clock_map.png
Bar = 20 um.
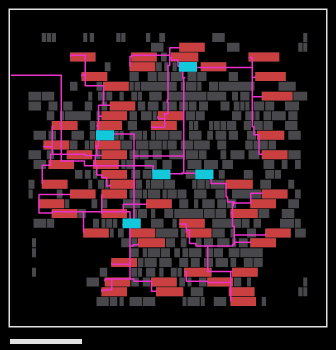
metal_stack.png
Bar = 20 um. Only two layers are drawn.
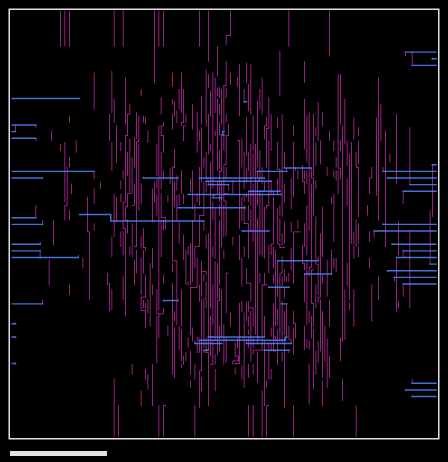
final_clocks.png
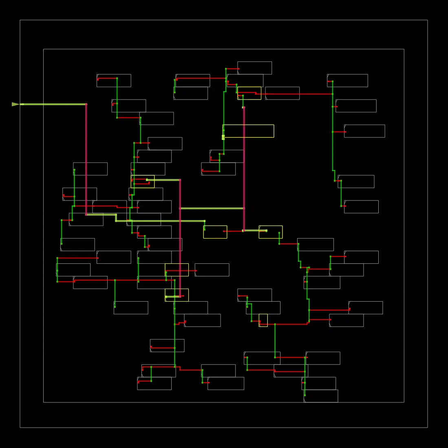
<file path="config.mk">
export PLATFORM = sky130hd
export DESIGN_NAME = int_ctrl
export DESIGN_NICKNAME = d
export VERILOG_FILES = /design/src/rtl/int_ctrl_pkg.sv /design/src/rtl/int_prio_enc.sv /design/src/rtl/int_ctrl.sv
export SDC_FILE = /design/constraint.sdc
export NUM_CORES = 1
export LEC_CHECK = 0
export CAP_MARGIN = 20
export CORE_MARGIN = 5
export CORE_UTILIZATION = 41
export DETAILED_ROUTE_END_ITERATION = 10
export PLACE_DENSITY = 0.86
export RECOVER_POWER = 25
export SLEW_MARGIN = 15
export SYNTH_ARGS = -nofsm -noshare
export SYNTH_HDL_FRONTEND = slang
export SYNTH_SLANG_ARGS = --single-unit
</file>
<file path="constraint.sdc">
create_clock -name clk -period 1.2 [get_ports clk]
set_input_delay 0.24 -clock clk [delete_from_list [all_inputs] [get_ports clk]]
set_output_delay 0.24 -clock clk [all_outputs]
set_load 0.02 [all_outputs]
</file>
<file path="src/rtl/int_ctrl_pkg.sv">
// int_ctrl_pkg
//   Shared definitions for the interrupt controller slice:
//   - ctrlState_e : arbitration FSM states (encoding is visible in STATUS[9:8])
//   - ADDR_*      : register-select codes presented on reg_addr
//   - STATUS_STATE_LSB : bit position of the state field inside STATUS
package int_ctrl_pkg;

  // The numeric encoding is software-visible through STATUS, so it is fixed.
  typedef enum logic [1:0] {
    IDLE  = 2'd0,
    REQ   = 2'd1,
    INSVC = 2'd2
  } ctrlState_e;

  localparam logic [1:0] ADDR_PENDING = 2'd0;
  localparam logic [1:0] ADDR_MASK    = 2'd1;
  localparam logic [1:0] ADDR_MODE    = 2'd2;
  localparam logic [1:0] ADDR_STATUS  = 2'd3;

  localparam int STATUS_STATE_LSB = 8;

endpackage

</file>
<file path="src/rtl/int_prio_enc.sv">
// int_prio_enc
//   Lowest-index-wins priority encoder over NUM_INT request lines.
//   Ports:
//     req_i   [NUM_INT-1:0] request vector, bit 0 has the highest priority
//     valid_o               at least one request bit is set
//     id_o    [ID_W-1:0]    index of the lowest set request bit (0 when none)
module int_prio_enc
  import int_ctrl_pkg::*;
#(
  parameter  int NUM_INT = 8,
  localparam int ID_W    = $clog2(NUM_INT)
) (
  input  logic [NUM_INT-1:0] req_i,
  output logic               valid_o,
  output logic [ID_W-1:0]    id_o
);

  // Scan from the top index downwards so that the last hit, which is the
  // lowest set index, is the one that sticks.
  always_comb begin
    valid_o = 1'b0;
    id_o    = '0;
    for (int i = NUM_INT - 1; i >= 0; i--) begin
      if (req_i[i]) begin
        valid_o = 1'b1;
        id_o    = ID_W'(i);
      end
    end
  end

endmodule

</file>
<file path="src/rtl/int_ctrl.sv">
// int_ctrl
//   Interrupt controller: collects NUM_INT edge- or level-mode sources into a
//   PENDING register, masks them, and presents the lowest-index eligible
//   channel to the CPU through a request/acknowledge/end-of-interrupt handshake.
//   Ports:
//     clk, reset           clock and synchronous active-high reset
//     irq_in               interrupt sources (already synchronous to clk)
//     reg_addr/reg_d/reg_we register access: 0 PENDING (W1C), 1 MASK, 2 MODE,
//                          3 STATUS (read-only)
//     reg_q                registered read data, one cycle after reg_addr
//     cpu_int, cpu_int_id  request to the CPU and the latched channel id
//     cpu_ack, cpu_eoi     CPU acceptance and end-of-service pulses
module int_ctrl
  import int_ctrl_pkg::*;
#(
  parameter  int NUM_INT = 8,
  localparam int ID_W    = $clog2(NUM_INT)
) (
  input  logic               clk,
  input  logic               reset,
  input  logic [NUM_INT-1:0] irq_in,
  input  logic [1:0]         reg_addr,
  input  logic [31:0]        reg_d,
  input  logic               reg_we,
  output logic [31:0]        reg_q,
  output logic               cpu_int,
  output logic [ID_W-1:0]    cpu_int_id,
  input  logic               cpu_ack,
  input  logic               cpu_eoi
);

  logic [NUM_INT-1:0] irqSync_q, irqHist_q;
  logic [NUM_INT-1:0] pending_q, pending_d;
  logic [NUM_INT-1:0] mask_q, mode_q;
  logic [NUM_INT-1:0] rise, eligible, latchedOneHot, ackClear, w1cClear;
  logic [ID_W-1:0]    intId_q, intId_d, encId;
  logic               encValid;
  ctrlState_e         state_q, state_d;
  logic [31:0]        regRead_q, regRead_d, statusWord;

  // Register bits beyond the implemented channels are intentionally dropped.
  if (NUM_INT < 32) begin : g_unusedData
    logic unusedRegD;
    assign unusedRegD = ^reg_d[31:NUM_INT];
  end

  assign rise          = irqSync_q & ~irqHist_q;
  assign eligible      = pending_q & mask_q;
  assign latchedOneHot = NUM_INT'(1) << intId_q;
  assign cpu_int       = (state_q == REQ);
  assign cpu_int_id    = intId_q;
  assign reg_q         = regRead_q;

  int_prio_enc #(
    .NUM_INT (NUM_INT)
  ) u_prioEnc (
    .req_i   (eligible),
    .valid_o (encValid),
    .id_o    (encId)
  );

  // Pending update. Edge channels latch a rise and are cleared by W1C or by
  // the CPU accepting that very channel; a simultaneous rise keeps the bit set.
  // Level channels simply follow the registered input and ignore both clears.
  always_comb begin
    ackClear  = '0;
    w1cClear  = '0;
    if (state_q == REQ && cpu_ack) begin
      ackClear = latchedOneHot;
    end
    if (reg_we && reg_addr == ADDR_PENDING) begin
      w1cClear = reg_d[NUM_INT-1:0];
    end
    pending_d = (mode_q & irqSync_q)
              | (~mode_q & (rise | (pending_q & ~(ackClear | w1cClear))));
  end

  // Arbitration FSM next state. The channel id is latched on entry to REQ and
  // held there, so a higher-priority arrival cannot preempt the request. An
  // acknowledge beats withdrawal when both happen in the same cycle.
  always_comb begin
    state_d = state_q;
    intId_d = intId_q;
    unique case (state_q)
      IDLE: begin
        if (encValid) begin
          state_d = REQ;
          intId_d = encId;
        end
      end
      REQ: begin
        if (cpu_ack) begin
          state_d = INSVC;
        end else if ((eligible & latchedOneHot) == '0) begin
          state_d = IDLE;
        end
      end
      INSVC: begin
        if (cpu_eoi) begin
          state_d = IDLE;
        end
      end
      default: state_d = IDLE;
    endcase
  end

  // Read mux. STATUS packs the FSM state above the latched id; every other
  // bit reads as zero.
  always_comb begin
    statusWord = '0;
    statusWord[STATUS_STATE_LSB +: 2] = state_q;
    statusWord[ID_W-1:0]              = intId_q;
    regRead_d = '0;
    unique case (reg_addr)
      ADDR_PENDING: regRead_d = 32'(pending_q);
      ADDR_MASK:    regRead_d = 32'(mask_q);
      ADDR_MODE:    regRead_d = 32'(mode_q);
      ADDR_STATUS:  regRead_d = statusWord;
      default:      regRead_d = '0;
    endcase
  end

  // Input sampling, pending and read-data registers. A source held high
  // across reset release shows up as exactly one rise because both stages
  // restart from zero.
  always_ff @(posedge clk) begin
    if (reset) begin
      irqSync_q <= '0;
      irqHist_q <= '0;
      pending_q <= '0;
      regRead_q <= '0;
    end else begin
      irqSync_q <= irq_in;
      irqHist_q <= irqSync_q;
      pending_q <= pending_d;
      regRead_q <= regRead_d;
    end
  end

  // Software-written configuration; a write is visible from the next cycle.
  always_ff @(posedge clk) begin
    if (reset) begin
      mask_q <= '0;
      mode_q <= '0;
    end else if (reg_we) begin
      if (reg_addr == ADDR_MASK) begin
        mask_q <= reg_d[NUM_INT-1:0];
      end
      if (reg_addr == ADDR_MODE) begin
        mode_q <= reg_d[NUM_INT-1:0];
      end
    end
  end

  // FSM state and latched id; reset abandons any request or service.
  always_ff @(posedge clk) begin
    if (reset) begin
      state_q <= IDLE;
      intId_q <= '0;
    end else begin
      state_q <= state_d;
      intId_q <= intId_d;
    end
  end

endmodule

</file>
==> reports/metrics.csv <==
stage,metric,value,unit
finish,Gate Area,1280,um2
synthesis,register area share after synthesis,0.443,
run,count of tool warnings,53,
finish,diode count,0,
final_timing,Peak Freq,735,MHz
run,Max-Cap Viols,0,
pwr,Comb. pwr,632,uW
drt,met3 WL,424,um
die,total die size,7720,um2
synthesis,Main area contributors,"dfxtp_1 (44%), buf_4 (6.6%), mux2i_1 (5.2%)",
min_path,worst hold path depth,1,
die,CORE AREA,5920,um2
critical_path,Critical Path End,cpu_int_id[0],
synthesis,Post-synth regs,55,
die,Well Taps,75,
final_timing,hold_ws,463,ps
final_timing,Setup WS post-layout,-161,ps
finish,post-layout util,0.574,
critical_path,slowest cell delay on critical path,450,ps
critical_path,CP required,1400,ps
final_timing,unrepaired setup endpoints after global routing,yes,
clock_network,H-tree levels,2,
final_timing,post-layout period usage,1.13,
critical_path,crit path kind,flop to flop,
finish,final non-filler cell area,3400,um2
drt,max layer used,met4,
status,status,"complete, but fails checks",
critical_path,CP startpoint kind,flop,
final_timing,setup TNS,-621,ps
pwr,Seq power,1.95,mW
synthesis,Mux cell area share,0.0795,
critical_path,Worst path slowest cell,o41ai_4,
final_timing,final setup fails,9,
grt,met1 GRT Util,0.207,
critical_path,reg2reg setup slack,-160,ps
die,I/O pin total,83,
grt,first-pass GRT wire length,10300,um
finish,non-clk buf share,0.220,
pwr,NetSw,958,uW
finish,largest class,combinational gates,
critical_path,stages on the worst setup path,4,
placement,PortBufs,36,
synthesis,Logic family by area,simple AND/OR/NAND/NOR gates,
drt,WL met1,2730,um
synthesis,Ys Warns,0,
placement,dpl hpwl,4700,um
placement,dpl cell area,3180,um2
synthesis,Cells after Synth,268,
drt,1st-iter DRT viols,114,
placement,Place WS,-545,ps
finish,logic share of the area,0.376,
clock_network,CTS tree,yes,
status,failing checks,negative setup slack,
pwr,total power,3.84,mW
clock_network,# hold bufs at CTS,0,
finish,final layout net count,398,
die,FP Rows,28,
grt,GRT busiest layer,met2,
finish,Finished Layout Cells,427,
critical_path,Critical Path Fanout Max,4,
synthesis,Commonest cells post-synth,"dfxtp_1 (55), nor2_1 (23), buf_4 (22)",
pwr,switch share,0.249,
critical_path,Worst setup EP type,flop,
finish,filler instances,533,
critical_path,Setup crit start,pending_q[2],
synthesis,cell type with the largest total area,dfxtp_1,
finish,Buffers excl. clock,90,
min_path,hold endpoint,irqHist_q[4],
grt,largest net degree at the start of global routing,21,
critical_path,cells along the critical path,"a22o_4, o41ai_4, nand3_1, o41ai_1",
synthesis,Post-Synth XOR/XNOR Area,0,
grt,initial antenna violation count,0,
finish,ClkCell Share,0.0346,
drt,Routed Antenna Nets,0,
drt,met2 WL,3080,um
clock_network,Max clock buf depth,2,
synthesis,Basic Gates by Area,0.210,
Back to the opening pictures, clock_map.png:
legend:
  flip-flops:
    color: red
    count: 55
  cells driving clock nets:
    color: cyan
    count: 5
  clock wires:
    color: magenta
    length: 591 um
flops lie: widely spread
Clock Power Share: 0.328
Clock Latency Late Sink: 310 ps
Clk power: 1.26 mW
Layout Skew: 3.90 ps

Back to the opening pictures, metal_stack.png:
legend:
  met3:
    color: blue
    wire_length: 424 um
  met2:
    color: magenta
    wire_length: 3080 um
Tot GR Track Use: 0.170
DR vias: 2186
DR WL/cell: 14.8 um
WL final: 6330 um

Back to the opening pictures, final_clocks.png:
flip-flops: 55
total CTS buffers: 5
Clock Buffer Count: 6
clock sink total: 55

Power figures rest on the tool's default switching activity, not on a simulated workload.
